==> images/m1.png <==
Scale bar: 50 um. Supply wires on this layer in gray.
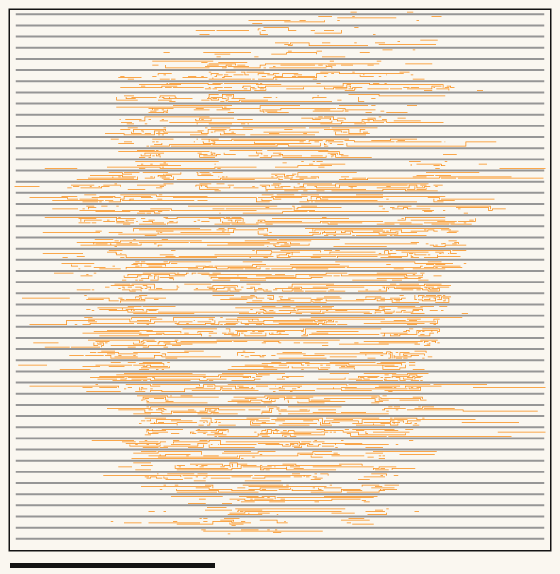
==> images/m2.png <==
Scale bar: 50 um.
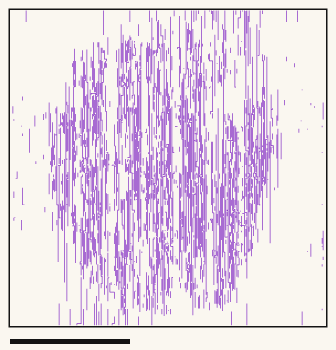
==> images/m3.png <==
Cells faint in the background.
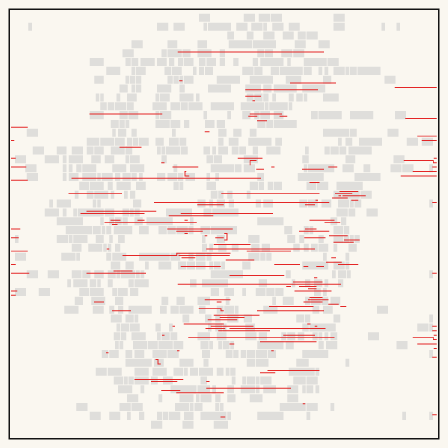
==> images/m4.png <==
Scale bar: 50 um. Supply wires on this layer in gray.
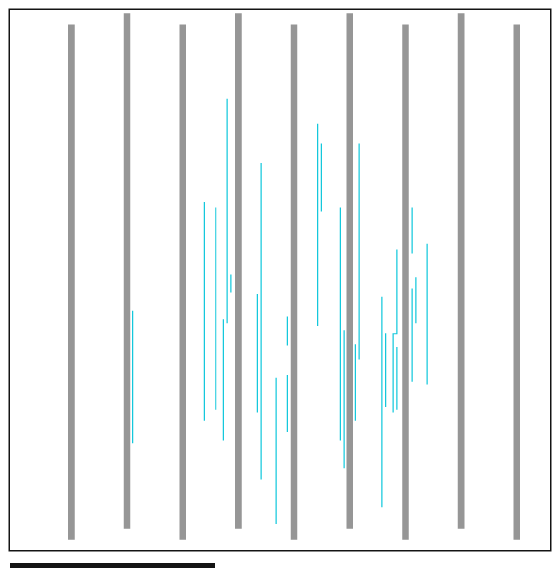
[config.mk]
export PLATFORM = sky130hd
export DESIGN_NAME = crp16_alu_mc_flat
export DESIGN_NICKNAME = d
export VERILOG_FILES = /design/src/rtl/crp16_alu_pkg.sv /design/src/rtl/crp16_alu_mc_if.sv /design/src/rtl/crp16_alu_muldiv.sv /design/src/rtl/crp16_alu_mc.sv /design/src/flat_wrapper.sv
export SDC_FILE = /design/constraint.sdc
export NUM_CORES = 1
export LEC_CHECK = 0
export CORE_UTILIZATION = 29
export CTS_BUF_LIST = sky130_fd_sc_hd__clkbuf_8
export CTS_CLUSTER_SIZE = 16
export DETAILED_ROUTE_END_ITERATION = 7
export PLACE_DENSITY = 0.57
export SYNTH_ARGS = -nofsm -noshare
export SYNTH_HDL_FRONTEND = slang
export SYNTH_SLANG_ARGS = --single-unit
export TNS_END_PERCENT = 30
[constraint.sdc]
create_clock -name clock -period 5.5 [get_ports clock]
set_input_delay 0.825 -clock clock [delete_from_list [all_inputs] [get_ports clock]]
set_output_delay 0.825 -clock clock [all_outputs]
set_load 0.02 [all_outputs]
[src/rtl/crp16_alu_pkg.sv]
// Shared op encodings and control FSM states for the CRP16 multi-cycle ALU.
package crp16_alu_pkg;

   localparam logic [4:0] OP_ADD = 5'b0_0000;
   localparam logic [4:0] OP_SUB = 5'b0_0001;
   localparam logic [4:0] OP_SHL = 5'b0_1000;
   localparam logic [4:0] OP_LSR = 5'b0_1010;
   localparam logic [4:0] OP_ASR = 5'b0_1011;
   localparam logic [4:0] OP_AND = 5'b0_1100;
   localparam logic [4:0] OP_OR  = 5'b0_1101;
   localparam logic [4:0] OP_NOT = 5'b0_1110;
   localparam logic [4:0] OP_XOR = 5'b0_1111;
   localparam logic [4:0] OP_MUL = 5'b1_0000;
   localparam logic [4:0] OP_DIV = 5'b1_0001;

   typedef enum logic [1:0] {
      StIdle = 2'd0,
      StMul  = 2'd1,
      StDiv  = 2'd2
   } state_e;

endpackage

[src/rtl/crp16_alu_mc_if.sv]
// Request/result bundle between the CRP16 control path and the multi-cycle ALU.
interface crp16_alu_mc_if #(
   parameter int unsigned WIDTH = 16
);
   logic             start;
   logic [4:0]       op;
   logic [WIDTH-1:0] x;
   logic [WIDTH-1:0] y;
   logic             busy;
   logic             done;
   logic [WIDTH-1:0] result;
   logic [WIDTH-1:0] result_hi;
   logic             v;
   logic             c;
   logic             n;
   logic             z;

   modport master (
      output start, op, x, y,
      input  busy, done, result, result_hi, v, c, n, z
   );

   modport slave (
      input  start, op, x, y,
      output busy, done, result, result_hi, v, c, n, z
   );
endinterface

[src/rtl/crp16_alu_muldiv.sv]
// Iterative unsigned shift-add multiplier / restoring divider, one bit per clock.
// Only built when CRP16_ALU_MULDIV_EN is defined.
`ifdef CRP16_ALU_MULDIV_EN
module crp16_alu_muldiv #(
   parameter int unsigned WIDTH = 16
) (
   input  logic             clock,
   input  logic             resetn,
   input  logic             load_i,
   input  logic             is_div_i,
   input  logic             step_i,
   input  logic [WIDTH-1:0] a_i,
   input  logic [WIDTH-1:0] b_i,
   output logic             last_o,
   output logic [WIDTH-1:0] lo_o,
   output logic [WIDTH-1:0] hi_o
);
   localparam int unsigned CW = $clog2(WIDTH + 1);

   // hi: partial product / remainder; lo: multiplier / dividend shifting into quotient
   logic [WIDTH-1:0] hi_q, hi_d, lo_q, lo_d, opnd_q, opnd_d;
   logic [CW-1:0]    cnt_q, cnt_d;
   logic             is_div_q, is_div_d;
   logic [WIDTH:0]   sum, rem_sh, diff;

   always_comb begin
      hi_d     = hi_q;
      lo_d     = lo_q;
      opnd_d   = opnd_q;
      cnt_d    = cnt_q;
      is_div_d = is_div_q;
      sum      = {1'b0, hi_q} + (lo_q[0] ? {1'b0, opnd_q} : '0);
      rem_sh   = {hi_q, lo_q[WIDTH-1]};
      diff     = rem_sh - {1'b0, opnd_q};
      if (load_i) begin
         hi_d     = '0;
         lo_d     = a_i;
         opnd_d   = b_i;
         cnt_d    = CW'(WIDTH);
         is_div_d = is_div_i;
      end else if (step_i && cnt_q != '0) begin
         cnt_d = cnt_q - CW'(1);
         if (is_div_q) begin
            if (!diff[WIDTH]) begin
               hi_d = diff[WIDTH-1:0];
               lo_d = {lo_q[WIDTH-2:0], 1'b1};
            end else begin
               hi_d = rem_sh[WIDTH-1:0];
               lo_d = {lo_q[WIDTH-2:0], 1'b0};
            end
         end else begin
            {hi_d, lo_d} = {sum, lo_q[WIDTH-1:1]};
         end
      end
   end

   assign last_o = (cnt_q == CW'(1));
   assign lo_o   = lo_d;
   assign hi_o   = hi_d;

   always_ff @(posedge clock) begin
      if (!resetn) begin
         hi_q     <= '0;
         lo_q     <= '0;
         opnd_q   <= '0;
         cnt_q    <= '0;
         is_div_q <= 1'b0;
      end else begin
         hi_q     <= hi_d;
         lo_q     <= lo_d;
         opnd_q   <= opnd_d;
         cnt_q    <= cnt_d;
         is_div_q <= is_div_d;
      end
   end
endmodule
`endif

[src/rtl/crp16_alu_mc.sv]
// CRP16 ALU: single-cycle add/sub/shift/logic plus iterative mul/div, registered result/flags.
// Define CRP16_ALU_MULDIV_EN to build mul/div; otherwise op[4]=1 completes at once with v=1.
module crp16_alu_mc
   import crp16_alu_pkg::*;
#(
   parameter int unsigned WIDTH = 16,
   parameter int unsigned SHW   = $clog2(WIDTH)
) (
   input  logic          clock,
   input  logic          resetn,
   crp16_alu_mc_if.slave bus
);
   logic [WIDTH-1:0] result_q, result_d, result_hi_q, result_hi_d;
   logic             v_q, v_d, c_q, c_d, n_q, n_d, z_q, z_d, done_q, done_d;
   state_e           state_q, state_d;

   logic [SHW-1:0]   sh;
   logic [WIDTH-1:0] y_eff, sc_res;
   logic [WIDTH:0]   sum;
   logic             sc_v, sc_c;

   // Single-cycle datapath; sub reuses the adder as x + ~y + 1.
   always_comb begin
      sh     = bus.y[SHW-1:0];
      y_eff  = bus.op[0] ? ~bus.y : bus.y;
      sum    = {1'b0, bus.x} + {1'b0, y_eff} + {{WIDTH{1'b0}}, bus.op[0]};
      sc_res = '0;
      sc_v   = 1'b0;
      sc_c   = 1'b0;
      if (!bus.op[3]) begin
         sc_res = sum[WIDTH-1:0];
         sc_c   = sum[WIDTH];
         sc_v   = (bus.x[WIDTH-1] == y_eff[WIDTH-1]) && (sum[WIDTH-1] != bus.x[WIDTH-1]);
      end else if (!bus.op[2]) begin
         if (bus.op == OP_ASR)      sc_res = $unsigned($signed(bus.x) >>> sh);
         else if (bus.op == OP_LSR) sc_res = bus.x >> sh;
         else                       sc_res = bus.x << sh;
      end else begin
         case (bus.op)
            OP_AND:  sc_res = bus.x & bus.y;
            OP_OR:   sc_res = bus.x | bus.y;
            OP_NOT:  sc_res = ~bus.x;
            default: sc_res = bus.x ^ bus.y;
         endcase
      end
   end

`ifdef CRP16_ALU_MULDIV_EN
   logic             md_load, md_step, md_last;
   logic [WIDTH-1:0] md_lo, md_hi;

   crp16_alu_muldiv #(
      .WIDTH (WIDTH)
   ) u_muldiv (
      .clock    (clock),
      .resetn   (resetn),
      .load_i   (md_load),
      .is_div_i (bus.op[0]),
      .step_i   (md_step),
      .a_i      (bus.x),
      .b_i      (bus.y),
      .last_o   (md_last),
      .lo_o     (md_lo),
      .hi_o     (md_hi)
   );
`endif

   always_comb begin
      result_d    = result_q;
      result_hi_d = result_hi_q;
      v_d         = v_q;
      c_d         = c_q;
      n_d         = n_q;
      z_d         = z_q;
      done_d      = 1'b0;
      state_d     = state_q;
`ifdef CRP16_ALU_MULDIV_EN
      md_load     = 1'b0;
      md_step     = 1'b0;
`endif
      unique case (state_q)
         StIdle: begin
            if (bus.start) begin
               if (!bus.op[4]) begin
                  result_d    = sc_res;
                  result_hi_d = '0;
                  v_d         = sc_v;
                  c_d         = sc_c;
                  done_d      = 1'b1;
`ifdef CRP16_ALU_MULDIV_EN
               end else if (bus.op[0] && bus.y == '0) begin
                  result_d    = '1;
                  result_hi_d = bus.x;
                  v_d         = 1'b1;
                  c_d         = 1'b0;
                  done_d      = 1'b1;
               end else begin
                  md_load = 1'b1;
                  state_d = bus.op[0] ? StDiv : StMul;
               end
`else
               end else begin
                  // Unimplemented op: v=1 lets the control FSM trap it.
                  result_d    = '0;
                  result_hi_d = '0;
                  v_d         = 1'b1;
                  c_d         = 1'b0;
                  done_d      = 1'b1;
               end
`endif
            end
         end
`ifdef CRP16_ALU_MULDIV_EN
         StMul, StDiv: begin
            md_step = 1'b1;
            if (md_last) begin
               result_d    = md_lo;
               result_hi_d = md_hi;
               v_d         = (state_q == StMul) && (md_hi != '0);
               c_d         = (state_q == StMul) && (md_hi != '0);
               done_d      = 1'b1;
               state_d     = StIdle;
            end
         end
`endif
         default: state_d = StIdle;
      endcase
      if (done_d) begin
         n_d = result_d[WIDTH-1];
         z_d = (result_d == '0);
      end
   end

   always_ff @(posedge clock) begin
      if (!resetn) begin
         state_q     <= StIdle;
         result_q    <= '0;
         result_hi_q <= '0;
         v_q         <= 1'b0;
         c_q         <= 1'b0;
         n_q         <= 1'b0;
         z_q         <= 1'b0;
         done_q      <= 1'b0;
      end else begin
         state_q     <= state_d;
         result_q    <= result_d;
         result_hi_q <= result_hi_d;
         v_q         <= v_d;
         c_q         <= c_d;
         n_q         <= n_d;
         z_q         <= z_d;
         done_q      <= done_d;
      end
   end

   assign bus.busy      = (state_q != StIdle);
   assign bus.done      = done_q;
   assign bus.result    = result_q;
   assign bus.result_hi = result_hi_q;
   assign bus.v         = v_q;
   assign bus.c         = c_q;
   assign bus.n         = n_q;
   assign bus.z         = z_q;
endmodule

[src/flat_wrapper.sv]
// flat-port wrapper written by rule: the top's interface ports become plain ports
module crp16_alu_mc_flat import crp16_alu_pkg::*;
#(
   parameter int unsigned WIDTH = 16,
   parameter int unsigned SHW   = $clog2(WIDTH)
)
  (clock, resetn, bus_start, bus_op, bus_x, bus_y, bus_busy, bus_done, bus_result, bus_result_hi, bus_v, bus_c, bus_n, bus_z);
  crp16_alu_mc_if #(.WIDTH(WIDTH)) bus_i ();
  input  logic clock;
  input  logic resetn;
  input wire logic [$bits(bus_i.start)-1:0] bus_start;
  input wire logic [$bits(bus_i.op)-1:0] bus_op;
  input wire logic [$bits(bus_i.x)-1:0] bus_x;
  input wire logic [$bits(bus_i.y)-1:0] bus_y;
  output wire logic [$bits(bus_i.busy)-1:0] bus_busy;
  output wire logic [$bits(bus_i.done)-1:0] bus_done;
  output wire logic [$bits(bus_i.result)-1:0] bus_result;
  output wire logic [$bits(bus_i.result_hi)-1:0] bus_result_hi;
  output wire logic [$bits(bus_i.v)-1:0] bus_v;
  output wire logic [$bits(bus_i.c)-1:0] bus_c;
  output wire logic [$bits(bus_i.n)-1:0] bus_n;
  output wire logic [$bits(bus_i.z)-1:0] bus_z;
  assign bus_i.start = bus_start;
  assign bus_i.op = bus_op;
  assign bus_i.x = bus_x;
  assign bus_i.y = bus_y;
  assign bus_busy = bus_i.busy;
  assign bus_done = bus_i.done;
  assign bus_result = bus_i.result;
  assign bus_result_hi = bus_i.result_hi;
  assign bus_v = bus_i.v;
  assign bus_c = bus_i.c;
  assign bus_n = bus_i.n;
  assign bus_z = bus_i.z;
  crp16_alu_mc #(.WIDTH(WIDTH), .SHW(SHW)) u_core (.clock(clock), .resetn(resetn), .bus(bus_i));
endmodule
==> flow_summary.json <==
{
  "flop_cell": "dfxtp_1",
  "drc_errors": 0,
  "edf_count": 0,
  "synth.top_cells.by_count": "ha_1 (50), inv_1 (45), nand2_1 (43), a21oi_1 (39), nor2_1 (28)",
  "dpl_cell_area_mm2": 0.00558,
  "gp_congestion": 0.923,
  "pre_cts_slack_ns": 0.994,
  "worstHoldPathType": "reg -> reg",
  "stdcell_area_mm2": 0.00563,
  "io_buffers": 60,
  "netlist_area_mm2": 0.00487,
  "path_depth": 13,
  "clkbuf_count": 3,
  "crit_family": "AND-OR/OR-AND gates",
  "fmax_mhz": 234,
  "n_fill_cell": 1779,
  "status": "completed",
  "grt_pass1_vias": 5101,
  "io_pins": 78,
  "largest_cell_class": "multi-input combinational cells",
  "ir_drop_mv": 0.0974,
  "inverters": 47,
  "reg2reg_slack_ns": 2.93,
  "worstSetupEndpointType": "register",
  "fin_cells": 863,
  "fin_setup_tns_ns": 0,
  "area.growth.synth_to_final_pct": 15.6,
  "clock_cell_area_share": 0.00866,
  "antenna_cells": 0,
  "r2r-start": "u_core.bus.result[10]",
  "logic_area_mm2": 0.00401,
  "post-route-period-util": 0.778,
  "dieArea_mm2": 0.0173,
  "die-width_um": 132,
  "cp-endpoint": "u_core.bus.z",
  "slowest_delay_ns": 0.61,
  "top_area_cell": "ha_1",
  "cts_sinks": 21,
  "finalCriticalPeriod_ns": 4.28,
  "rows": 47,
  "final_nets": 735,
  "yosys.cell_types.count": 81,
  "holdWs_ns": 0.483,
  "critPathSlowestCell": "clkdlybuf4s50_1",
  "core_area_mm2": 0.0165,
  "fin_skew_ns": 0.00628,
  "final_core_util": 0.342,
  "synthCells": 608,
  "warnings": 45,
  "top_cell_area_share": 0.128,
  "avgSynthCellArea_um2": 8.01,
  "cap_violations": 0,
  "signal_buffers": 75,
  "path_class": "in -> reg",
  "ys.flops": 21,
  "cts_buffers": 3,
  "hold_viol_final": 0,
  "clkLatencyLatePin_ns": 0.26,
  "leakage_nw": 2.27,
  "r2r_cells": 8,
  "hp-start": "u_core.bus.result[14]",
  "tapCellCount": 220,
  "final_common_cell": "clkdlybuf4s50_1",
  "worstPathArrival_ns": 4.46,
  "yosysWarnings": 0,
  "yosysCellCount": 608,
  "grt.total_usage": 0.233,
  "antenna_found_initial": 0
}
-- m1.png (at the start) --
nets with wire on the layer = 637
main direction = horizontal
longest straight run = 39.6 um
M1 GR Usage: 0.303
final WL: 20.3 mm
via count: 5131

-- m2.png (at the start) --
longest straight run = 54.4 um
share of all routed wire = 47%
main direction = vertical
nets with wire on the layer = 624
met2 Usage GRT: 0.392

-- m3.png (at the start) --
longest straight run = 58.0 um
wire length on this layer = 1300 um
main direction = horizontal
met3 usage: 0.0305

-- m4.png (at the start) --
share of all routed wire = 4.0%
longest straight run = 76.8 um

-- cells by family (layout without fill, tap and decap cells) --
family                     count (synthesis)  after routing  synth area share
AOI/OAI and AO/OA                        192            192             0.287
and+or+nand+nor                          160            160             0.172
buffers and inverters                    107            126             0.102
adders and majority gates                 51             51             0.133
muxes                                     50             50             0.172
xor gates and xnor gates                  26             26            0.0468
DFF                                       21             21            0.0863
other                                      1             17          0.000770
-- routing by layer --
layer | vias up | global-route usage | wire length [um]
met5 | - | 0 | 0
met4 | 0 | 0.0885 | 810
met3 | 53 | 0.0305 | 1300
met2 | 249 | 0.392 | 9520
met1 | 2501 | 0.303 | 8640
li1 | 2328 | - | -
-- report_power, final --
group          switching, mW  internal [mW]  total (mW)
Sequential           0.00616          0.162       0.168
Clock                 0.0536         0.0512       0.105
Combinational          0.320          0.212       0.531
